[config.mk]
export PLATFORM = sky130hd
export DESIGN_NAME = seven_segment_scan_ctrl
export DESIGN_NICKNAME = d
export VERILOG_FILES = /design/src/rtl/seven_segment_scan_ctrl.sv
export SDC_FILE = /design/constraint.sdc
export NUM_CORES = 1
export LEC_CHECK = 0
export ABC_CLOCK_PERIOD_IN_PS = 3100
export CAP_MARGIN = 20
export CORE_ASPECT_RATIO = 0.5
export CORE_MARGIN = 2
export CORE_UTILIZATION = 40
export CTS_CLUSTER_DIAMETER = 200
export DETAILED_ROUTE_END_ITERATION = 6
export PLACE_DENSITY_LB_ADDON = 0.12
export REMOVE_ABC_BUFFERS = 1
export SLEW_MARGIN = 0
export SYNTH_ARGS = -nofsm -noshare
export SYNTH_HDL_FRONTEND = slang
export SYNTH_SLANG_ARGS = --single-unit
[constraint.sdc]
create_clock -name i_clk -period 3.1 [get_ports i_clk]
set_input_delay 0.62 -clock i_clk [delete_from_list [all_inputs] [get_ports i_clk]]
set_output_delay 0.62 -clock i_clk [all_outputs]
set_load 0.05 [all_outputs]
[src/rtl/seven_segment_scan_ctrl.sv]
// Multiplexed common-anode 7-segment scan controller with double-buffered display data.
// Optional leading-zero blanking is enabled by defining SEVEN_SEGMENT_SCAN_LZB_EN.
module seven_segment_scan_ctrl #(
    parameter int NUM_DIGITS       = 4,
    parameter int REFRESH_COUNT    = 100000,
    parameter int BLANK_CYCLES     = 1000,
    parameter bit ACTIVE_LOW_ANODE = 1'b1
) (
    input  logic                    i_clk,
    input  logic                    i_Rst_L,
    input  logic [4*NUM_DIGITS-1:0] i_Data,
    input  logic                    i_Load,
    input  logic [NUM_DIGITS-1:0]   i_Blank_Mask,
    output logic [3:0]              o_Digit_Data,
    output logic [NUM_DIGITS-1:0]   o_Anode,
    output logic                    o_Load_Ack,
    output logic                    o_Frame_Start
);
    localparam int CNT_W = $clog2(REFRESH_COUNT);
    localparam int IDX_W = $clog2(NUM_DIGITS);
    localparam int DW    = 4 * NUM_DIGITS;
    localparam logic [NUM_DIGITS-1:0] ANODE_OFF =
        ACTIVE_LOW_ANODE ? {NUM_DIGITS{1'b1}} : {NUM_DIGITS{1'b0}};

    generate
        if (NUM_DIGITS < 2 || NUM_DIGITS > 8 || BLANK_CYCLES < 1 ||
            REFRESH_COUNT <= BLANK_CYCLES) begin : g_bad_params
            $error("seven_segment_scan_ctrl: illegal parameter combination");
        end
    endgenerate

    typedef enum logic {S_BLANK = 1'b0, S_DRIVE = 1'b1} state_t;

    // state, index and counter describe the slot position whose outputs are registered next
    state_t                state_r;
    logic [IDX_W-1:0]      idx_r;
    logic [CNT_W-1:0]      cnt_r;
    logic [DW-1:0]         shadow_r;
    logic [DW-1:0]         pending_r;
    logic                  pend_flag_r;

    logic                  boundary_s;
    logic                  commit_s;
    logic [DW-1:0]         shadow_next_s;
    logic [3:0]            nib_s;
    logic [NUM_DIGITS-1:0] blank_s;
    logic [NUM_DIGITS-1:0] active_s;
    logic [NUM_DIGITS-1:0] anode_s;

    // Frame boundary detection, commit decision and next nibble/anode values
    always_comb begin
        boundary_s    = (cnt_r == {CNT_W{1'b0}}) && (idx_r == {IDX_W{1'b0}});
        commit_s      = boundary_s && pend_flag_r;
        shadow_next_s = commit_s ? pending_r : shadow_r;
        nib_s         = 4'h0;
        active_s      = {NUM_DIGITS{1'b0}};
        for (int k = 0; k < NUM_DIGITS; k++) begin
            nib_s       = (idx_r == IDX_W'(k)) ? shadow_next_s[4*k +: 4] : nib_s;
            active_s[k] = (state_r == S_DRIVE) && (idx_r == IDX_W'(k)) && !blank_s[k];
        end
        anode_s = ACTIVE_LOW_ANODE ? ~active_s : active_s;
    end

`ifdef SEVEN_SEGMENT_SCAN_LZB_EN
    logic [NUM_DIGITS-1:0] lzb_r;
    logic [NUM_DIGITS-1:0] lzb_s;

    function automatic logic [NUM_DIGITS-1:0] lead_zero_mask(input logic [DW-1:0] data);
        logic [NUM_DIGITS-1:0] mask;
        logic                  upper_zero;
        mask       = {NUM_DIGITS{1'b0}};
        upper_zero = 1'b1;
        for (int k = NUM_DIGITS - 1; k >= 1; k--) begin
            upper_zero = upper_zero && (data[4*k +: 4] == 4'h0);
            mask[k]    = upper_zero;
        end
        return mask;
    endfunction

    // Leading-zero set follows the shadow value that becomes live at the boundary
    always_comb begin
        lzb_s   = boundary_s ? lead_zero_mask(shadow_next_s) : lzb_r;
        blank_s = i_Blank_Mask | lzb_s;
    end

    // Hold the leading-zero set for the rest of the frame
    always_ff @(posedge i_clk) begin
        if (!i_Rst_L) begin
            lzb_r <= lead_zero_mask({DW{1'b0}});
        end else begin
            lzb_r <= lzb_s;
        end
    end
`else
    // Only the host mask blanks digits
    always_comb begin
        blank_s = i_Blank_Mask;
    end
`endif

    // Scan FSM, slot counter, double buffer and registered outputs
    always_ff @(posedge i_clk) begin
        if (!i_Rst_L) begin
            state_r       <= S_BLANK;
            idx_r         <= {IDX_W{1'b0}};
            cnt_r         <= {CNT_W{1'b0}};
            shadow_r      <= {DW{1'b0}};
            pending_r     <= {DW{1'b0}};
            pend_flag_r   <= 1'b0;
            o_Anode       <= ANODE_OFF;
            o_Digit_Data  <= 4'h0;
            o_Load_Ack    <= 1'b0;
            o_Frame_Start <= 1'b0;
        end else begin
            o_Anode       <= anode_s;
            o_Load_Ack    <= commit_s;
            o_Frame_Start <= boundary_s;
            shadow_r      <= shadow_next_s;
            // decoder input moves only at slot start so it settles during blanking
            if (cnt_r == {CNT_W{1'b0}}) begin
                o_Digit_Data <= nib_s;
            end else begin
                o_Digit_Data <= o_Digit_Data;
            end
            // a load coinciding with a commit still leaves fresh data pending
            if (i_Load) begin
                pending_r   <= i_Data;
                pend_flag_r <= 1'b1;
            end else if (commit_s) begin
                pend_flag_r <= 1'b0;
            end else begin
                pend_flag_r <= pend_flag_r;
            end
            cnt_r <= (cnt_r == CNT_W'(REFRESH_COUNT - 1)) ? {CNT_W{1'b0}} : cnt_r + CNT_W'(1);
            case (state_r)
                S_BLANK: begin
                    if (cnt_r == CNT_W'(BLANK_CYCLES - 1)) begin
                        state_r <= S_DRIVE;
                    end else begin
                        state_r <= S_BLANK;
                    end
                end
                S_DRIVE: begin
                    if (cnt_r == CNT_W'(REFRESH_COUNT - 1)) begin
                        state_r <= S_BLANK;
                        idx_r   <= (idx_r == IDX_W'(NUM_DIGITS - 1)) ? {IDX_W{1'b0}}
                                                                     : idx_r + IDX_W'(1);
                    end else begin
                        state_r <= S_DRIVE;
                    end
                end
                default: begin
                    state_r <= S_BLANK;
                    idx_r   <= {IDX_W{1'b0}};
                end
            endcase
        end
    end

endmodule

Cell classes on the final placement:
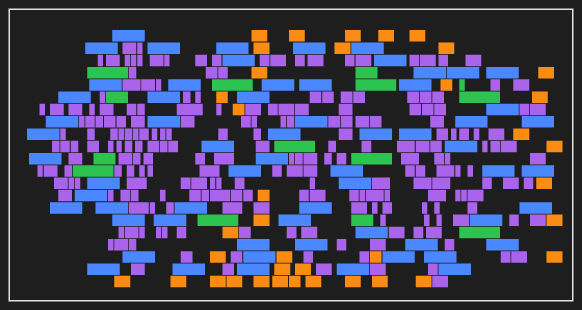
legend:
  blue:
    class: flip-flops
    cells: 63
    share_of_their_area: 37%
  purple:
    class: all other logic
    cells: 226
    share_of_their_area: 45%
  orange:
    class: other buffers and delay cells
    cells: 38
    share_of_their_area: 11%
  green:
    class: clock drivers and dummy loads
    cells: 14
    share_of_their_area: 8.2%

Register map, names as in the netlist:
Other sequential cells in the stronger grey, the rest of the logic in the fainter grey.
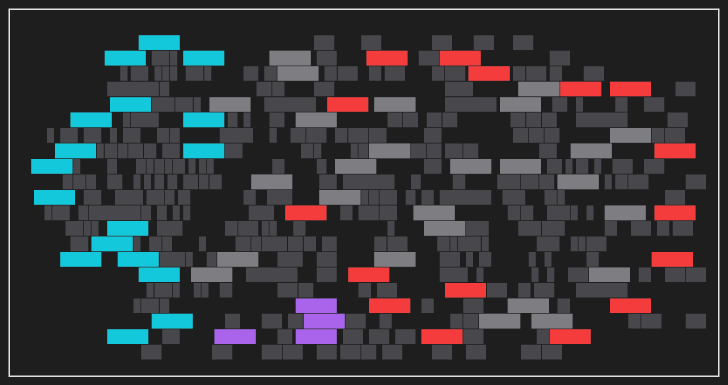
legend:
  cyan:
    name_in_the_netlist: cnt_r
    sequential_cells: 17
  purple:
    name_in_the_netlist: o_Anode
    sequential_cells: 4
    where: bottom centre
  red:
    name_in_the_netlist: pending_r
    sequential_cells: 16

==> results.sh <==
# implementation run metrics
export IMPL_cts_sinks=63
export IMPL_yosys_area_top_type_share_pct=43.5
export IMPL_fa_ha_area_share_pct=2.59
export IMPL_tns_ns=0
export IMPL_dp_hpwl_um=4200
export IMPL_syn_area_um2=2900
export IMPL_grt_start_max_net_pins=22
export IMPL_top_area_cell="dfxtp_1"
export IMPL_vias_per_cell=5.01
export IMPL_aoi_share_pct=8.11
export IMPL_cts_buffers=9
export IMPL_crit_required_ns=3.29
export IMPL_clk_latency_ns=0.33
export IMPL_endpoint_kind="register"
export IMPL_firstDrtPassIters=4
export IMPL_grt_antenna_before_repair=0
export IMPL_gr_usage_all_layers_pct=16.5
export IMPL_routed_wl_um=5890
export IMPL_grt_overflow=0
export IMPL_slowest_delay_ns=0.61
export IMPL_htree_levels=3
export IMPL_clk_pin_slew_ns=0.05
export IMPL_setup_viol=0
export IMPL_syn2layout_area_growth_pct=23.0
export IMPL_hold_end="cnt_r[0]"
export IMPL_final_antenna_net_count=0
export IMPL_chipArea_um2=7990
export IMPL_crit_chain="inv_1, ha_1, nor4b_1, and3_1, nand3_1, o311ai_0, a31oi_1"
export IMPL_layout_drive_gt1_share_pct=10.9
export IMPL_hold_viol_final=0
export IMPL_num_rows=21
export IMPL_diodes=0
export IMPL_tool_warnings=29
export IMPL_clock_root_buffer="clkbuf_16"
export IMPL_design_area_um2=3570
export IMPL_hold_path_class="reg2reg"
export IMPL_vdd_ir_drop_max_mv=0.282
export IMPL_die_w_um=124
export IMPL_power_mw=2.01
export IMPL_synth_chip_area_um2=2900
export IMPL_cts_hold_buf=0
export IMPL_outcome="complete, no violations"
export IMPL_vias=2169
export IMPL_maxCapViolations=0
export IMPL_synthCells=304
[registers in the layout, indices dropped and copies added, names as in the netlist, 2 cells and up]
name	cells
cnt_r	17
shadow_r	16
pending_r	16
o_Anode	4
idx_r	2
o_Digit_Data	4
[final cells by class]
class	count	area [um2]
Clock buffer	14	284
Fill cell	633	3290
Inverter	5	18.8
Multi-Input combinational cell	221	1520
Sequential cell	63	1260
Tap cell	92	115
Timing Repair Buffer	38	365
[cells in the mapped netlist (2+ instances only)]
master and number:
dfxtp_1 63, clkbuf_1 7, a311oi_1 4, and2_1 3, nor3_1 7, mux2i_1 29
nand3_1 14, nor4_1 2, and3_1 4, o311ai_0 4, a21oi_1 4, a31oi_1 5
a21o_1 3, nor2_1 20, nand3b_1 5, xnor2_1 7, and3_2 4, a21boi_0 5
inv_1 5, buf_4 2, o21a_1 6, mux2_2 8, xor2_1 8, ha_1 6
nor2b_1 30, nand2_1 31
[cell usage in the layout (no fill, tap or decap), types with 5 or more instances in the layout]
cell,Yosys,routed
nor3_1,7,7
dfxtp_1,63,63
xor2_1,8,8
clkbuf_16,0,9
mux2i_1,29,29
buf_4,2,6
o21a_1,6,6
a21boi_0,5,5
nor2_1,20,20
xnor2_1,7,7
a31oi_1,5,5
ha_1,6,6
inv_1,5,5
nand3_1,14,14
mux2_2,8,8
nand2_1,31,31
nor2b_1,30,30
clkdlybuf4s50_1,0,32
nand3b_1,5,5
[through the flow]
step | instances | util (%)
final | 433 | 52.0
after global routing | 433 | 52.0
after CTS | 433 | 52.0
after detailed placement | 419 | 47.9
after global placement | 419 | 47.9
after floorplan | 289 | -
[how the worst max path moves through the flow]
stage / start / end / slack [ns]
after CTS: cnt_r[0] / o_Digit_Data[3] / 0.70
after global routing: cnt_r[0] / o_Digit_Data[3] / 0.38
after detailed placement: i_Rst_L / cnt_r[2] / 0.64
after global placement: i_Rst_L / cnt_r[6] / 0.72
after floorplan: cnt_r[14] / o_Digit_Data[0] / 0.81
final: cnt_r[0] / o_Digit_Data[3] / 0.68
[per-layer routing]
| metal | global-route usage (%) | share of wire [%] |
|---|---|---|
| met2 | 25.1 | 43 |
| met1 | 21.3 | 51 |
| met5 | 0 | 0 |
| met4 | 6.32 | 2.0 |
| met3 | 6.37 | 4.2 |
[report_power, final]
| part | switching, mW | internal [mW] | leakage [nW] |
|---|---|---|---|
| sequential | 0.0204 | 0.841 | 0.513 |
| combinational | 0.107 | 0.0998 | 0.673 |
| clock | 0.327 | 0.618 | 0.141 |
[kinds of logic after synthesis]
kind of cell / Yosys count
AND-OR/OR-AND: 32
XOR/XNOR: 15
adder cells (fa/ha/maj): 6
buffers and inverters: 20
flip-flops: 63
multiplexers: 37
AND/OR/NAND/NOR: 131
Power figures rest on the tool's default switching activity, not on a simulated workload.
